===== config.mk =====
export PLATFORM = sky130hd
export DESIGN_NAME = m31_perm_ctrl
export DESIGN_NICKNAME = d
export VERILOG_FILES = /design/src/rtl/m31_pkg.sv /design/src/rtl/m31_perm_ctrl.sv
export SDC_FILE = /design/constraint.sdc
export NUM_CORES = 1
export LEC_CHECK = 0
export ABC_AREA = 0
export CAP_MARGIN = 25
export CORE_AREA = 10 10 759 761
export CTS_CLUSTER_DIAMETER = 120
export DETAILED_ROUTE_END_ITERATION = 16
export DIE_AREA = 0 0 769 771
export GPL_TIMING_DRIVEN = 0
export SYNTH_ARGS = -nofsm -noshare
export SYNTH_HDL_FRONTEND = slang
export SYNTH_SLANG_ARGS = --single-unit

===== constraint.sdc =====
create_clock -name clk -period 1.7 [get_ports clk]
set_input_delay 0.17 -clock clk [delete_from_list [all_inputs] [get_ports clk]]
set_output_delay 0.17 -clock clk [all_outputs]
set_load 0.03 [all_outputs]

===== src/rtl/m31_pkg.sv =====
// Shared Poseidon2-M31 types and constants.
// Used by the permutation sequencer and its neighbours.
package m31_pkg;

  typedef logic [30:0] m31_t;

  localparam int M31_WIDTH    = 16;
  localparam int M31_ROUNDS_F = 8;
  localparam int M31_ROUNDS_P = 14;

  typedef enum logic [1:0] {
    IDLE,
    ISSUE,
    WAIT,
    DONE
  } perm_state_e;

endpackage


===== src/rtl/m31_perm_ctrl.sv =====
// Poseidon2-M31 round sequencer over one shared round datapath.
// Define M31_PERM_CTRL_PERF_EN to add the completed-permutation counter.
module m31_perm_ctrl
  import m31_pkg::*;
#(
  parameter int WIDTH    = M31_WIDTH,
  parameter int ROUNDS_F = M31_ROUNDS_F,
  parameter int ROUNDS_P = M31_ROUNDS_P,
  parameter int RND_LAT  = 13
) (
  input  logic                 clk,
  input  logic                 rst_n,
  input  logic                 in_valid,
  output logic                 in_ready,
  input  logic [WIDTH*31-1:0]  in_state,
  output logic                 out_valid,
  input  logic                 out_ready,
  output logic [WIDTH*31-1:0]  out_state,
  output logic [WIDTH*31-1:0]  dp_state_o,
  output logic                 dp_issue_o,
  output logic                 dp_full_o,
  output logic [$clog2(ROUNDS_F+ROUNDS_P)-1:0] dp_rnd_o,
  input  logic [WIDTH*31-1:0]  dp_state_i,
  output logic                 busy_o
`ifdef M31_PERM_CTRL_PERF_EN
  ,
  output logic [31:0]          perf_cnt_o
`endif
);

  localparam int ROUNDS = ROUNDS_F + ROUNDS_P;
  localparam int RW     = $clog2(ROUNDS);
  localparam int LW     = $clog2(RND_LAT + 1);

  perm_state_e         st;
  logic [WIDTH*31-1:0] sreg;
  logic [RW-1:0]       rnd;
  logic [LW-1:0]       lat;

  always_ff @(posedge clk or negedge rst_n) begin
    if (!rst_n) begin
      st   <= IDLE;
      sreg <= '0;
      rnd  <= '0;
      lat  <= '0;
    end else begin
      unique case (st)
        IDLE: begin
          if (in_valid) begin
            sreg <= in_state;
            rnd  <= '0;
            st   <= ISSUE;
          end
        end
        ISSUE: begin
          lat <= LW'(RND_LAT - 1);
          st  <= WAIT;
        end
        WAIT: begin
          if (lat == '0) begin
            sreg <= dp_state_i;
            if (rnd == RW'(ROUNDS - 1)) begin
              st <= DONE;
            end else begin
              rnd <= rnd + RW'(1);
              st  <= ISSUE;
            end
          end else begin
            lat <= lat - LW'(1);
          end
        end
        DONE: begin
          if (out_ready) st <= IDLE;
        end
        default: st <= IDLE;
      endcase
    end
  end

  // Control outputs are decoded straight from the state register.
  assign in_ready   = rst_n && (st == IDLE);
  assign out_valid  = (st == DONE);
  assign busy_o     = (st != IDLE);
  assign dp_issue_o = (st == ISSUE);
  assign out_state  = sreg;
  assign dp_state_o = sreg;
  assign dp_rnd_o   = rnd;
  assign dp_full_o  = (rnd < RW'(ROUNDS_F / 2)) ||
                      (rnd >= RW'(ROUNDS_F / 2 + ROUNDS_P));

`ifdef M31_PERM_CTRL_PERF_EN
  always_ff @(posedge clk or negedge rst_n) begin
    if (!rst_n) begin
      perf_cnt_o <= '0;
    end else if (out_valid && out_ready &&
                 (perf_cnt_o != 32'hFFFF_FFFF)) begin
      perf_cnt_o <= perf_cnt_o + 32'd1;
    end
  end
`endif

endmodule


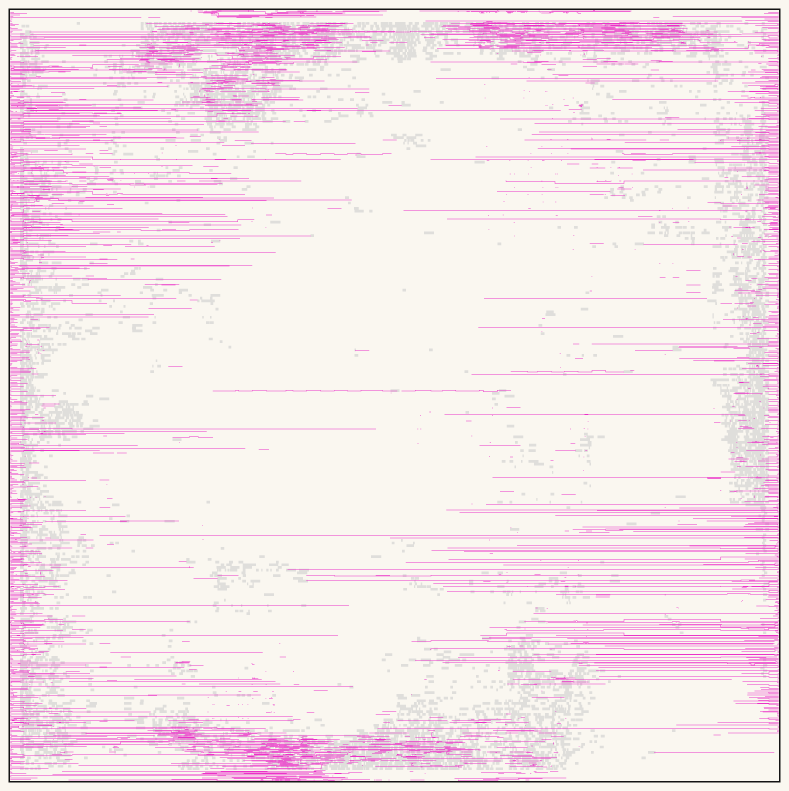
Figure 1: run 1, the metal 3 layer.
Drawn at 1 px/um. Cells faint in the background.
share of all routed wire: 16%
longest straight run: 678 um

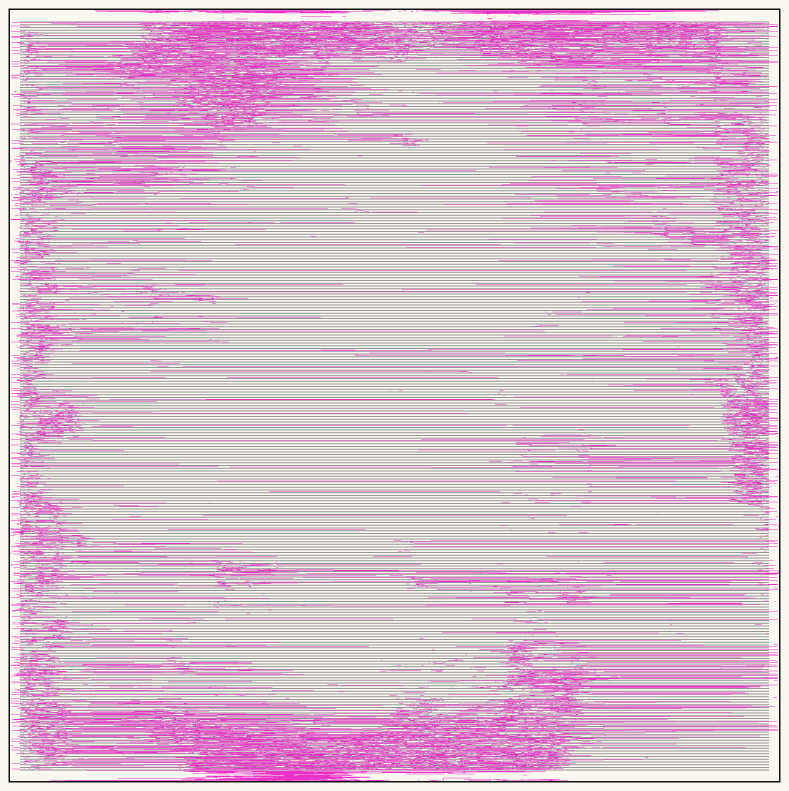
Figure 2: run 1, met1 routing.
Drawn at 1 px/um. Supply wires on this layer in grey.
main direction: horizontal
wire length on this layer: 194 mm

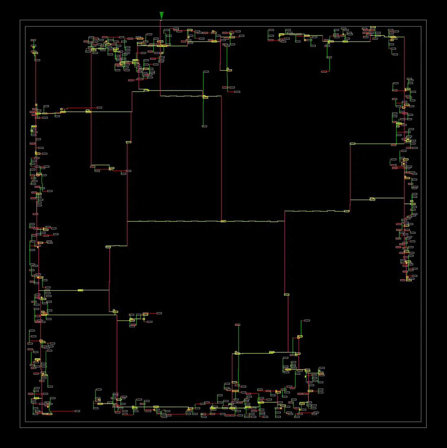
Figure 3: run 1, the clock network.
clock buf count: 106
clock skew: 0.0847 ns
P_clk: 17.8 mW
flop count: 507
clk sinks: 507

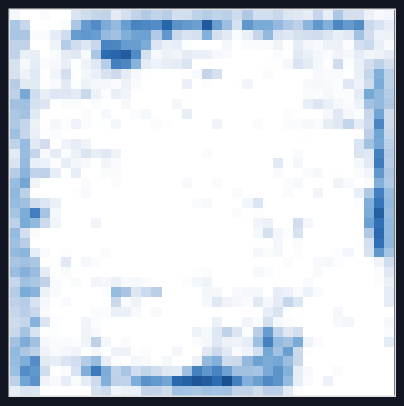
Figure 4: run 1, placement density heat map.
Drawn at 0.5 px/um. The die is cut into 38 by 39 equal tiles; white is low, dark blue is high, 0 to 100% covered.
densest ninth of the die: north-west
emptiest ninth of the die: centre
tiles over 75% full: 0.90%
mean over tiles: 11%
fullest tile: 87%
nearly empty tiles: 51%
core area: 560000 sq um
Floorplan Utilization: 4.82%
final core occ: 13.6%

==> run 1: routing by layer <==
layer,vias up,wire (um),global-route usage [%]
met2,3348,214000,24.6
li1,16826,-,-
met4,196,28400,5.99
met3,947,84900,11.6
met5,-,1940,0.271
met1,20420,194000,18.3
==> run 1: report_power, final <==
part           total [mW]  leakage (nW)  internal [mW]  switching (mW)
combinational         130          22.6           48.0            81.7
sequential           28.7          5.50           18.6            10.1
clock                17.8          1.29           10.0            7.78
total                 176          29.4           76.6            99.6
==> run 1: logic make-up after synthesis <==
group | count (synthesis) | synth area share [%]
buf+inv | 726 | 19.3
compound gates | 516 | 12.0
simple gates | 1520 | 21.4
flops | 507 | 47.0
fa+ha+maj | 3 | 0.139
mux | 3 | 0.121
==> out/results.ini, run 1 <==
[run_status]
outcome = complete, but fails checks
violations = negative hold slack, negative setup slack

[floorplanning]
taps = 7479

[grt]
grt.total_usage_pct = 16.5
grt_overflow = 0
first_global_vias = 40164

[final_timing]
hold_viol_final = 209
whs_ns = -0.708
fin_crit_ns = 2.23
setup_ws_ns = -0.532
finalSetupViolCount = 1215
rsz0062_at_grt = yes
slew_headroom_pct = 40.5

[synth]
ys_area_sq_um = 27000
synth_nets = 4274
postSynthCellCount = 3275
ys_seq_share_pct = 47.0
async_reset_ff_share_pct = 100
largest_area_cell = dfrtp_1
yosysUniqueCellTypes = 34

[final_layout]
buffers = 3745
num-fill-cells = 63786
num-multi-input-gates = 2042
comb_share_pct = 14.6
lay_top_cells = clkdlybuf4s50_1 (1055), nand2_1 (955), dlygate4sd3_1 (811)
drive_above_1_share_pct = 31.4

[worst_setup_path]
r2r_start = lat[0]$_DFFE_PN0P_
critPathSlowestCell = dfrtp_1
critPathArrivalTime_ns = 2.89
crit_family = buffers and inverters

[clock_tree]
ctsResizeCount = 1617
insertion_delay_ns = 0.81
cts_max_level = 3

[min_path]
hold_class = in2async

[power_and_ir_drop]
finalPower_mw = 176
power_density_nw_per_um2 = 2320

[route]
wire_per_inst_um = 37.1

==> run 2, diff against run 1 <==
PLACE_DENSITY = 0.3   (was default)
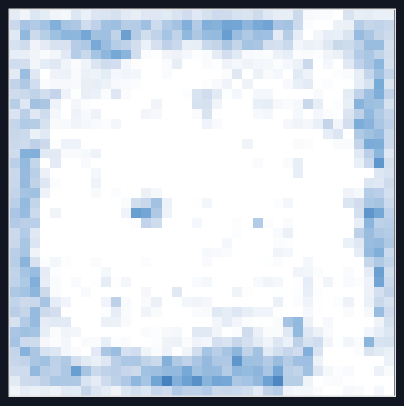
Figure 5: run 2, placement density heat map.
Drawn at 0.5 px/um. The die is cut into 38 by 39 equal tiles; white is low, dark blue is high, 0 to 100% covered.
nearly empty tiles: 44%
emptiest ninth of the die: centre
fullest tile: 67%
mean over tiles: 11%
final core occ: 13.8%

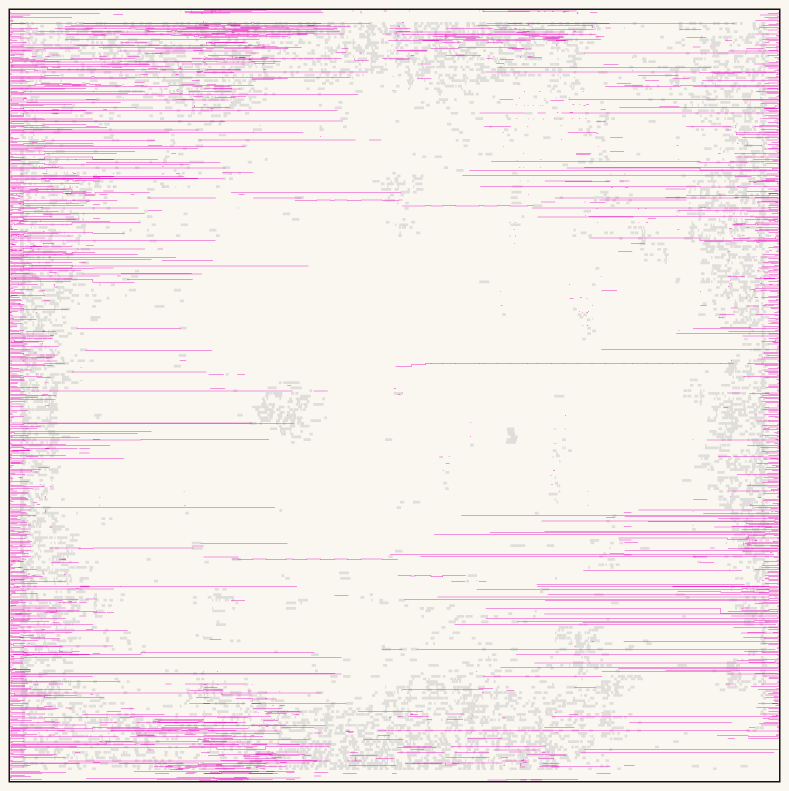
Figure 6: run 2, the metal 3 layer.
Drawn at 1 px/um. Cells faint in the background.
longest straight run: 384 um
main direction: horizontal
share of all routed wire: 13%
DR vias: 40441
M3 GR Usage: 8.52%
drt total wl: 502000 um

==> out/results.ini, run 2 <==
[clock_tree]
cts.sinks = 507  ; unchanged
cts_hold_buf = 819  ; was 812
clock_tree.buffer_depth = 4  ; unchanged
cts_max_level = 3  ; unchanged
cts_tree = done  ; unchanged
cts.clk_slew.worst_paths_ns = 0.06  ; about the same

[job]
maxCapViolations = 0  ; unchanged
warnings = 31  ; was 38

[power_and_ir_drop]
seqPwrFrac_pct = 16.9  ; was 16.3%
p_comb_mw = 130  ; about the same
top_power_group = combinational cells  ; unchanged
netSwitchingFraction_pct = 56.2  ; was 56.5%
power_frac_comb_pct = 72.8  ; was 73.6%
finalPower_mw = 179  ; was 176 mW
pg_seq_mw = 30.2  ; was 28.7 mW
switchingPower_mw = 101  ; was 99.6 mW
p_int_mw = 78.3  ; was 76.6 mW
power_density_nw_per_um2 = 2310  ; was 2320 nW/um^2

[synth]
synth.most_common_cell = nand2_1  ; unchanged
area_leaders = dfrtp_1 (47%), buf_4 (15%), nand2_1 (14%), a31oi_1 (12%), nor2_1 (7.1%)  ; unchanged
largest_area_cell = dfrtp_1  ; unchanged
ys_area_sq_um = 27000  ; unchanged
yosys-top-cells-count = nand2_1 (993), buf_4 (529), dfrtp_1 (507), nor2_1 (507), a31oi_1 (496)  ; unchanged
async_reset_ff_share_pct = 100  ; unchanged
postSynthAreaPerCell_sq_um = 8.24  ; unchanged
synth_nets = 4274  ; unchanged
top_cell_area_share_pct = 47.0  ; unchanged
yosysUniqueCellTypes = 34  ; unchanged
postSynthCellCount = 3275  ; unchanged
synth_flops = 507  ; unchanged
synth-edff-count = 0  ; unchanged
ys_seq_share_pct = 47.0  ; unchanged

[final_timing]
rsz0062_at_grt = yes  ; unchanged
slew_headroom_pct = 50.4  ; was 40.5%
maxSlewViolCount = 0  ; unchanged
whs_ns = -0.832  ; was -0.708 ns
fmax_mhz = 451  ; was 448 MHz
finalSetupViolCount = 1302  ; was 1215
setup_ws_ns = -0.516  ; was -0.532 ns
fin_crit_ns = 2.22  ; was 2.23 ns
hold_viol_final = 172  ; was 209
fin_crit_sh_pct = 130  ; was 131%

[floorplanning]
die-area_sq_um = 593000  ; unchanged
taps = 7479  ; unchanged
io_pins = 1998  ; unchanged
design.core.area_sq_um = 560000  ; unchanged
fp_util_pct = 4.82  ; unchanged

[final_layout]
largest_reg_flops = 496  ; unchanged
lay_top_cells = clkdlybuf4s50_1 (1000), nand2_1 (984), dlygate4sd3_1 (818)  ; was clkdlybuf4s50_1 (1055), nand2_1 (955), dlygate4sd3_1 (811)
comb_share_pct = 15.4  ; was 14.6%
ff_count = 507  ; unchanged
num-multi-input-gates = 2042  ; unchanged
nClkBuffers = 119  ; was 106
inv_count = 6  ; unchanged
drive_above_1_share_pct = 33.7  ; was 31.4%
lay_top_count = clkdlybuf4s50_1  ; unchanged
buffers = 3788  ; was 3745
num-fill-cells = 64169  ; was 63786

[worst_setup_path]
critPathArrivalTime_ns = 2.92  ; was 2.89 ns
path_buffers = 6  ; unchanged
r2r_start = st[1]$_DFFE_PN0P_  ; was lat[0]$_DFFE_PN0P_
required_ns = 2.41  ; was 2.35 ns
crit_family = buffers and inverters  ; unchanged
critPathSlowestCell = dfrtp_2  ; was dfrtp_1
path_depth = 10  ; unchanged
endpoint = dp_state_o[190]$_DFFE_PN0P_  ; was dp_state_o[180]$_DFFE_PN0P_

[place]
dpl.hpwl_um = 441000  ; was 468000 um
gp_congestion = 0.923  ; was 1.02

[route]
dr.pass1.iters = 5  ; was 6
avgViaCountPerCell = 2.88  ; was 2.96
wire_per_inst_um = 35.7  ; was 37.1 um

[grt]
grt_overflow = 0  ; unchanged
grt_pass1_wl_um = 587000  ; was 606000 um
first_global_vias = 40513  ; was 40164
grt_max_degree = 91  ; was 104
grt.total_usage_pct = 15.8  ; was 16.5%

[run_status]
violations = negative hold slack, negative setup slack  ; unchanged
outcome = complete, but fails checks  ; unchanged

[min_path]
hold_class = in2async  ; unchanged

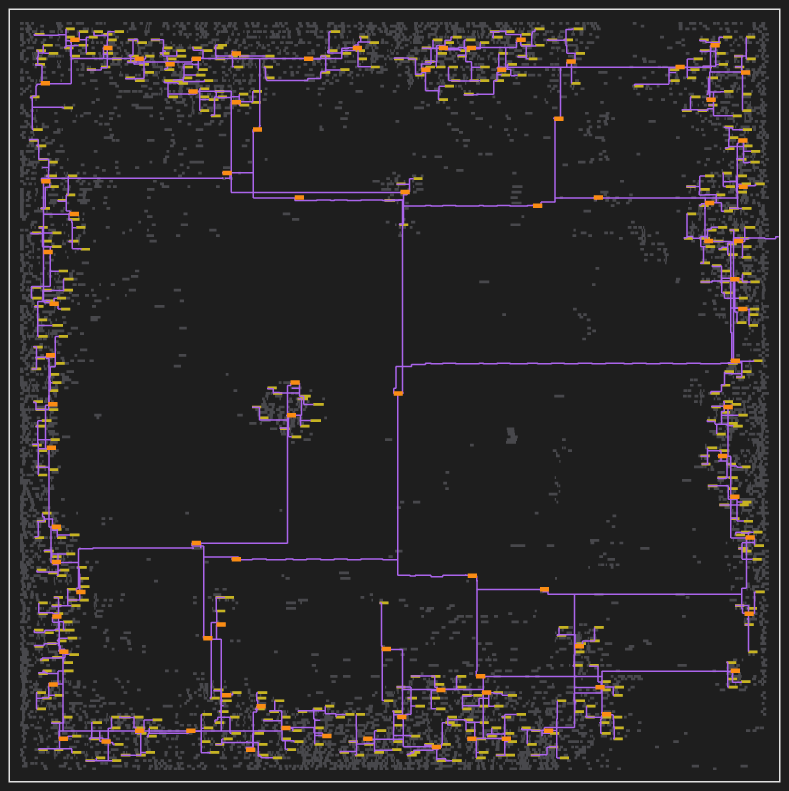
Figure 7: run 2, clock network drawn from the DEF.
Drawn at 1 px/um.
legend:
  purple:
    item: clock wires
    length: 14300 um
  orange:
    item: cells driving clock nets
    count: 86
  yellow:
    item: flip-flops
    count: 507
flops lie: all over the die
routed clock nets: 87
clock share of power: 10.4%
Latency at later pin: 0.84 ns
P_clk: 18.6 mW
clock skew: 0.0559 ns

==> run 2: cell counts after synthesis <==
No cell type changed its count.
==> run 2: cells by family (layout without fill, tap and decap cells) <==
group | after synthesis | in the layout | share of synthesized area [%]
and+or+nand+nor | 1520 | 1520 | 21.4
other | 0 | 94 | 0
muxes | 3 | 3 | 0.121
adders and majority gates | 3 | 3 | 0.139
DFF | 507 | 507 | 47.0
AOI/OAI and AO/OA | 516 | 516 | 12.0
buffers and inverters | 726 | 3939 | 19.3
==> run 2: timing repair <==
action	in CTS	in global routing
cloned	18	54
endpoints found under the hold margin	667	172
endpoints found under the setup margin	1507	1498
gates resized	1846	3204
setup buffers	47	207
pin swaps	7	5
==> run 2: layer usage <==
layer	wire [um]	global-route usage, %
met1	202000	19.0
met2	212000	24.1
met3	64100	8.52
met4	22200	4.97
met5	1600	0
Power and IR drop assume default switching activity.
